## config.mk

```make
export PLATFORM = sky130hd
export DESIGN_NAME = reg_file_sb_flat
export DESIGN_NICKNAME = d
export VERILOG_FILES = /design/src/rtl/reg_file_sb_if.sv /design/src/rtl/reg_file_sb.sv /design/src/flat_wrapper.sv
export SDC_FILE = /design/constraint.sdc
export NUM_CORES = 2
export LEC_CHECK = 0
export ABC_CLOCK_PERIOD_IN_PS = 5200
export CAP_MARGIN = 20
export CORE_MARGIN = 3
export CORE_UTILIZATION = 55
export DETAILED_ROUTE_END_ITERATION = 12
export PLACE_DENSITY = 0.72
export SKIP_CTS_REPAIR_TIMING = 1
export SLEW_MARGIN = 20
export SYNTH_ARGS = -nofsm -noshare
export SYNTH_HDL_FRONTEND = slang
export SYNTH_SLANG_ARGS = --single-unit
```

## constraint.sdc

```tcl
create_clock -name clk -period 5.2 [get_ports clk]
set_input_delay 0.52 -clock clk [delete_from_list [all_inputs] [get_ports clk]]
set_output_delay 0.52 -clock clk [all_outputs]
set_load 0.005 [all_outputs]
```

## src/rtl/reg_file_sb_if.sv

```systemverilog
// Decode/write-back bundle for reg_file_sb: read and reserve requests, write-back, read results.
interface reg_file_sb_if #(
  parameter int DATA_W = 32,
  parameter int ADDR_W = 5
);
  logic              valid_opcode;
  logic [ADDR_W-1:0] addr1;
  logic [ADDR_W-1:0] addr2;
  logic              rsv_en;
  logic [ADDR_W-1:0] rsv_addr;
  logic              wr_en;
  logic [ADDR_W-1:0] wr_addr;
  logic [DATA_W-1:0] wr_data;
  logic [DATA_W-1:0] out1;
  logic [DATA_W-1:0] out2;
  logic              out_valid;
  logic              stall;

  modport master (
    output valid_opcode, addr1, addr2, rsv_en, rsv_addr, wr_en, wr_addr, wr_data,
    input  out1, out2, out_valid, stall
  );

  modport slave (
    input  valid_opcode, addr1, addr2, rsv_en, rsv_addr, wr_en, wr_addr, wr_data,
    output out1, out2, out_valid, stall
  );
endinterface

```

## src/rtl/reg_file_sb.sv

```systemverilog
// Two-read/one-write register file with a pending-result scoreboard, optional R0=0
// and optional write-to-read forwarding.
module reg_file_sb #(
  parameter int DATA_W  = 32,
  parameter int ADDR_W  = 5,
  parameter int R0_ZERO = 1,
  parameter int BYPASS  = 1
) (
  input  logic          clk,
  input  logic          rst_n,
  reg_file_sb_if.slave  bus
);
  localparam int DEPTH = 2 ** ADDR_W;

  logic [DATA_W-1:0] mem [DEPTH];
  logic [DEPTH-1:0]  pending;

  logic              hit1, hit2, haz1, haz2;
  logic              accept, wr_ok, rsv_ok;
  logic [DATA_W-1:0] eff1, eff2;

  // A same-cycle write to a read address both forwards its data and resolves the hazard.
  assign hit1 = (BYPASS != 0) && bus.wr_en && (bus.wr_addr == bus.addr1);
  assign hit2 = (BYPASS != 0) && bus.wr_en && (bus.wr_addr == bus.addr2);
  assign haz1 = pending[bus.addr1] && !hit1;
  assign haz2 = pending[bus.addr2] && !hit2;

  always_comb begin
    eff1 = mem[bus.addr1];
    if (hit1) eff1 = bus.wr_data;
    if ((R0_ZERO != 0) && (bus.addr1 == '0)) eff1 = '0;
  end

  always_comb begin
    eff2 = mem[bus.addr2];
    if (hit2) eff2 = bus.wr_data;
    if ((R0_ZERO != 0) && (bus.addr2 == '0)) eff2 = '0;
  end

  assign bus.stall = rst_n && bus.valid_opcode && (haz1 || haz2);
  assign accept    = bus.valid_opcode && !bus.stall;
  assign wr_ok     = bus.wr_en && !((R0_ZERO != 0) && (bus.wr_addr == '0));
  assign rsv_ok    = accept && bus.rsv_en && !((R0_ZERO != 0) && (bus.rsv_addr == '0));

  always_ff @(posedge clk) begin
    if (!rst_n) begin
      for (int i = 0; i < DEPTH; i++) mem[i] <= '0;
      pending       <= '0;
      bus.out1      <= '0;
      bus.out2      <= '0;
      bus.out_valid <= 1'b0;
    end else begin
      if (wr_ok) begin
        mem[wr_ok ? bus.wr_addr : bus.wr_addr] <= bus.wr_data;
        pending[bus.wr_addr] <= 1'b0;
      end
      // Placed after the write so a same-edge reservation of the written register wins.
      if (rsv_ok) pending[bus.rsv_addr] <= 1'b1;
      if (accept) begin
        bus.out1      <= eff1;
        bus.out2      <= eff2;
        bus.out_valid <= 1'b1;
      end else begin
        bus.out_valid <= 1'b0;
      end
    end
  end
endmodule
```

## src/flat_wrapper.sv

```systemverilog
// flat-port wrapper written by rule: the top's interface ports become plain ports
module reg_file_sb_flat 
#(
  parameter int DATA_W  = 32,
  parameter int ADDR_W  = 5,
  parameter int R0_ZERO = 1,
  parameter int BYPASS  = 1
)
  (clk, rst_n, bus_valid_opcode, bus_addr1, bus_addr2, bus_rsv_en, bus_rsv_addr, bus_wr_en, bus_wr_addr, bus_wr_data, bus_out1, bus_out2, bus_out_valid, bus_stall);
  reg_file_sb_if #(.DATA_W(DATA_W), .ADDR_W(ADDR_W)) bus_i ();
  input  logic clk;
  input  logic rst_n;
  input wire logic [$bits(bus_i.valid_opcode)-1:0] bus_valid_opcode;
  input wire logic [$bits(bus_i.addr1)-1:0] bus_addr1;
  input wire logic [$bits(bus_i.addr2)-1:0] bus_addr2;
  input wire logic [$bits(bus_i.rsv_en)-1:0] bus_rsv_en;
  input wire logic [$bits(bus_i.rsv_addr)-1:0] bus_rsv_addr;
  input wire logic [$bits(bus_i.wr_en)-1:0] bus_wr_en;
  input wire logic [$bits(bus_i.wr_addr)-1:0] bus_wr_addr;
  input wire logic [$bits(bus_i.wr_data)-1:0] bus_wr_data;
  output wire logic [$bits(bus_i.out1)-1:0] bus_out1;
  output wire logic [$bits(bus_i.out2)-1:0] bus_out2;
  output wire logic [$bits(bus_i.out_valid)-1:0] bus_out_valid;
  output wire logic [$bits(bus_i.stall)-1:0] bus_stall;
  assign bus_i.valid_opcode = bus_valid_opcode;
  assign bus_i.addr1 = bus_addr1;
  assign bus_i.addr2 = bus_addr2;
  assign bus_i.rsv_en = bus_rsv_en;
  assign bus_i.rsv_addr = bus_rsv_addr;
  assign bus_i.wr_en = bus_wr_en;
  assign bus_i.wr_addr = bus_wr_addr;
  assign bus_i.wr_data = bus_wr_data;
  assign bus_out1 = bus_i.out1;
  assign bus_out2 = bus_i.out2;
  assign bus_out_valid = bus_i.out_valid;
  assign bus_stall = bus_i.stall;
  reg_file_sb #(.DATA_W(DATA_W), .ADDR_W(ADDR_W), .R0_ZERO(R0_ZERO), .BYPASS(BYPASS)) u_core (.clk(clk), .rst_n(rst_n), .bus(bus_i));
endmodule
```

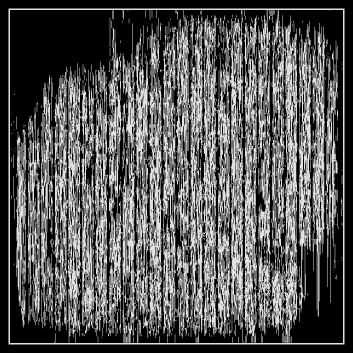
(images/layer_met2.png)
Scale: 1 px per um.
The layer carries 93.9 mm of wire. 3237 nets have wire on it. The layer holds 48% of the routed length. The longest straight run is 142 um.
overall via count from detail_route: 37500
DRT Wirelength: 197000 um

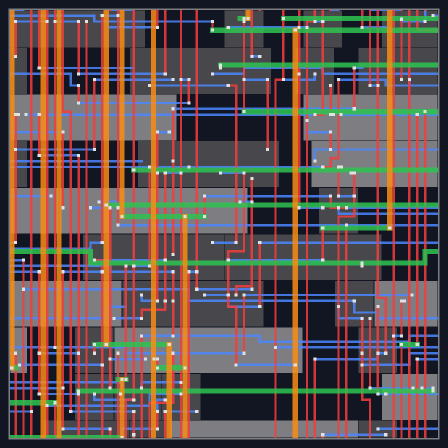
(images/detail.png)
Region (154, 154) to (179, 179) um. Cells in gray, sequential cells in the stronger gray; small squares are vias.
Orange stands for metal 4. Green stands for metal 3. Red stands for metal 2. Blue stands for metal 1.
Sequential cells in the window: 6. 23 logic cells have their middle in the window. Netlist names of flops here include u_core.mem (6). Most frequent: and2_1 (9), mux4_2 (6), edfxtp_1 (6).

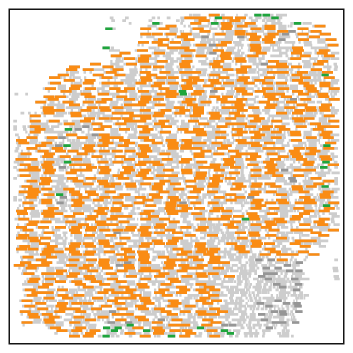
(images/flops_by_reg.png)
Scale: 1 px per um.
Green stands for u_core.bus.out2, flops 32, where all over the die. Orange stands for u_core.mem, flops 1024, where all over the die.
fraction of the core area covered by cells at the end of the flow: 0.624
Power Sequential: 10600 uW
area used by sequential logic in the layout: 0.0327 sq mm

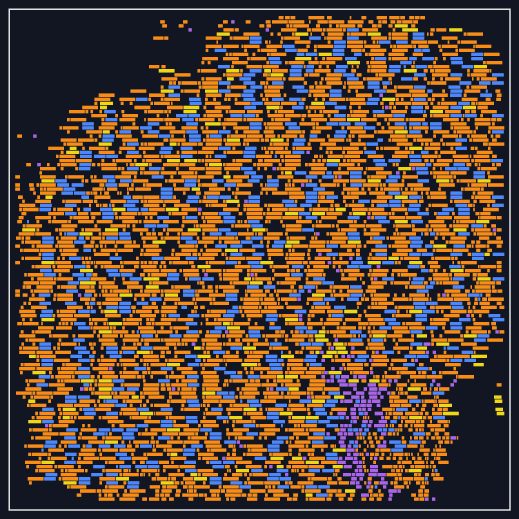
(images/sizes.png)
Scale: 1.5 px per um.
Yellow stands for _6 and larger, cells 177, most used clkbuf_16. Blue stands for _2 cells, cells 681, most used mux4_2. Purple stands for _3 and _4 cells, cells 180, most used buf_4. Orange stands for _0 and _1 cells, cells 2824, most used edfxtp_1.
post-route worst setup slack: 1.23 ns
Design Area, Final: 0.0660 sq mm
Area Overhead vs Synth: 12.2%
number of buffers other than clock buffers in the final layout: 256

==> results.txt <==
Notes on the flow outputs.

- The Yosys step of the flow raised 0 warnings.
- The library cells used most frequently in the layout, excluding fill and tap cells, are sky130_fd_sc_hd__edfxtp_1, sky130_fd_sc_hd__and2_1, sky130_fd_sc_hd__mux4_2.
- The post-detailed-route count of antenna-violating nets is 0.
- The combinational cell fraction of total power is 0.122.
- In this run, synthesis produced a sequential element count of 1121.
- The flow ran to the end, and the final reports show no timing, DRC or antenna violations.
- The fraction of synthesized area in multiplexers is 0.252.
- The area of the core reads 0.106 sq mm.
- The register-to-register path setup slack reads 1.65 ns.
- Grouping stages by cell kind, the critical path spends the most delay in buffers and inverters.
- The via count of the first global-routing pass reads 37300.
- For the worst min-delay path, the startpoint reported by OpenROAD is rst_n.
- The area fraction of clock buffers and clock inverters reads 0.0591.
- The layout has 22 inverters outside the clock class.
- Pins over their slew limit in the final report were tallied at 0.
- Per the final timing report, the hold violations number 0.
- Setup repair after global routing left no endpoint under its margin.
- The switching power share of the total is 0.244.
- The max-slew check reports its worst relative slack as 0.232.
- The report lists the cells along the critical path as clkdlybuf4s50_1 > xor2_1 > nor4_1 > nand3_4 > buf_4 > nand4_1 > a21oi_1 > clkdlybuf4s50_1.
- The number of max-cap violations is 0.
- According to the floorplan report, the die height is 333 um.
- The met2 routing resource usage after global routing is 0.569.
- By count the netlist is led by sky130_fd_sc_hd__edfxtp_1, sky130_fd_sc_hd__and2_1, sky130_fd_sc_hd__mux4_2, sky130_fd_sc_hd__clkbuf_1, sky130_fd_sc_hd__mux2i_1.
- The data arrival time of the critical path reads 3.45 ns.
- The peak supply drop is 309 uV.
- The number of clock buffers in the layout is 168.
- Summing all placed instances gives a cell area of 0.0621 sq mm.
- The global-route usage over all layers is 0.357.
- The routing usage on met3 is 0.0894.
- In the detailed route, the total length drawn on met3 is 24500 um.
- The synthesized-area fraction occupied by adder cells reads 0.
- Of the post-synthesis cell area, the dominant cell type holds 0.523.
- The cell with the most instances after synthesis is sky130_fd_sc_hd__edfxtp_1.
- Leaving out fill and tap cells, the most frequent cell in the layout is sky130_fd_sc_hd__edfxtp_1.
- After global routing, the most crowded layer is met2.
- The flip-flop count of the largest register, all copies and words added reads 1024.
- Per the CTS log, the maximum H-tree level is 3.
- According to the hold report, the worst path is of the input port to flop type.
- The yosys synthesis chip area reads 0.0588 sq mm.
- Of the cells placed in the final design, the portion with a size suffix greater than 1 is 0.269.
- On the reported timing paths, the clock transition at the registers reads 0.07 ns.
- After detailed routing, the number of remaining DRC violations is 0.
- The area of combinational cells with multiple inputs is 0.0251 sq mm.
- The register containing the most flip-flops in the final layout is u_core.mem.
- The fraction of power consumed by sequential logic reads 0.486.
- The clock drives 1121 sinks.
- The dominant kind of combinational cell is multiplexers.
- The end of the worst register-to-register path is u_core.bus.out1[14]$_SDFFE_PN0P_.
- The classification of the worst setup path reads input port to output port.
- The pin count of the biggest net entering global routing is 125.
- The final-layout fill cell count reads 7596.
- The most critical hold endpoint after final layout shows a slack of 0.356 ns.
- The met1 usage in global routing is 0.454.
- The most numerous cell on the critical path reads sky130_fd_sc_hd__clkdlybuf4s50_1.
- The most area-hungry cell type in the Yosys netlist reads sky130_fd_sc_hd__edfxtp_1.
- For this run, the top clock speed supported by timing is 252 MHz.
- In this run, CTS created clock tree buffers numbering 116.
- The critical path ends at bus_stall.
- For this floorplan the total number of well-tap instances is 1391.
- Per the log, the first TritonRoute iteration ended with a DRC count of 5854.
- The overflow left after global routing reads 0.
- The routed design shows a via density per instance of 7.13.
- The pre-CTS setup slack is 0.863 ns.
- Of the total standard cell area in the layout, the multi-input combinational portion is 0.380.
- The final total negative setup slack reads 0 ns.
- The origin of the worst setup path reads bus_wr_addr[3].
No activity file was given, so power comes from the tool's default toggle rates.
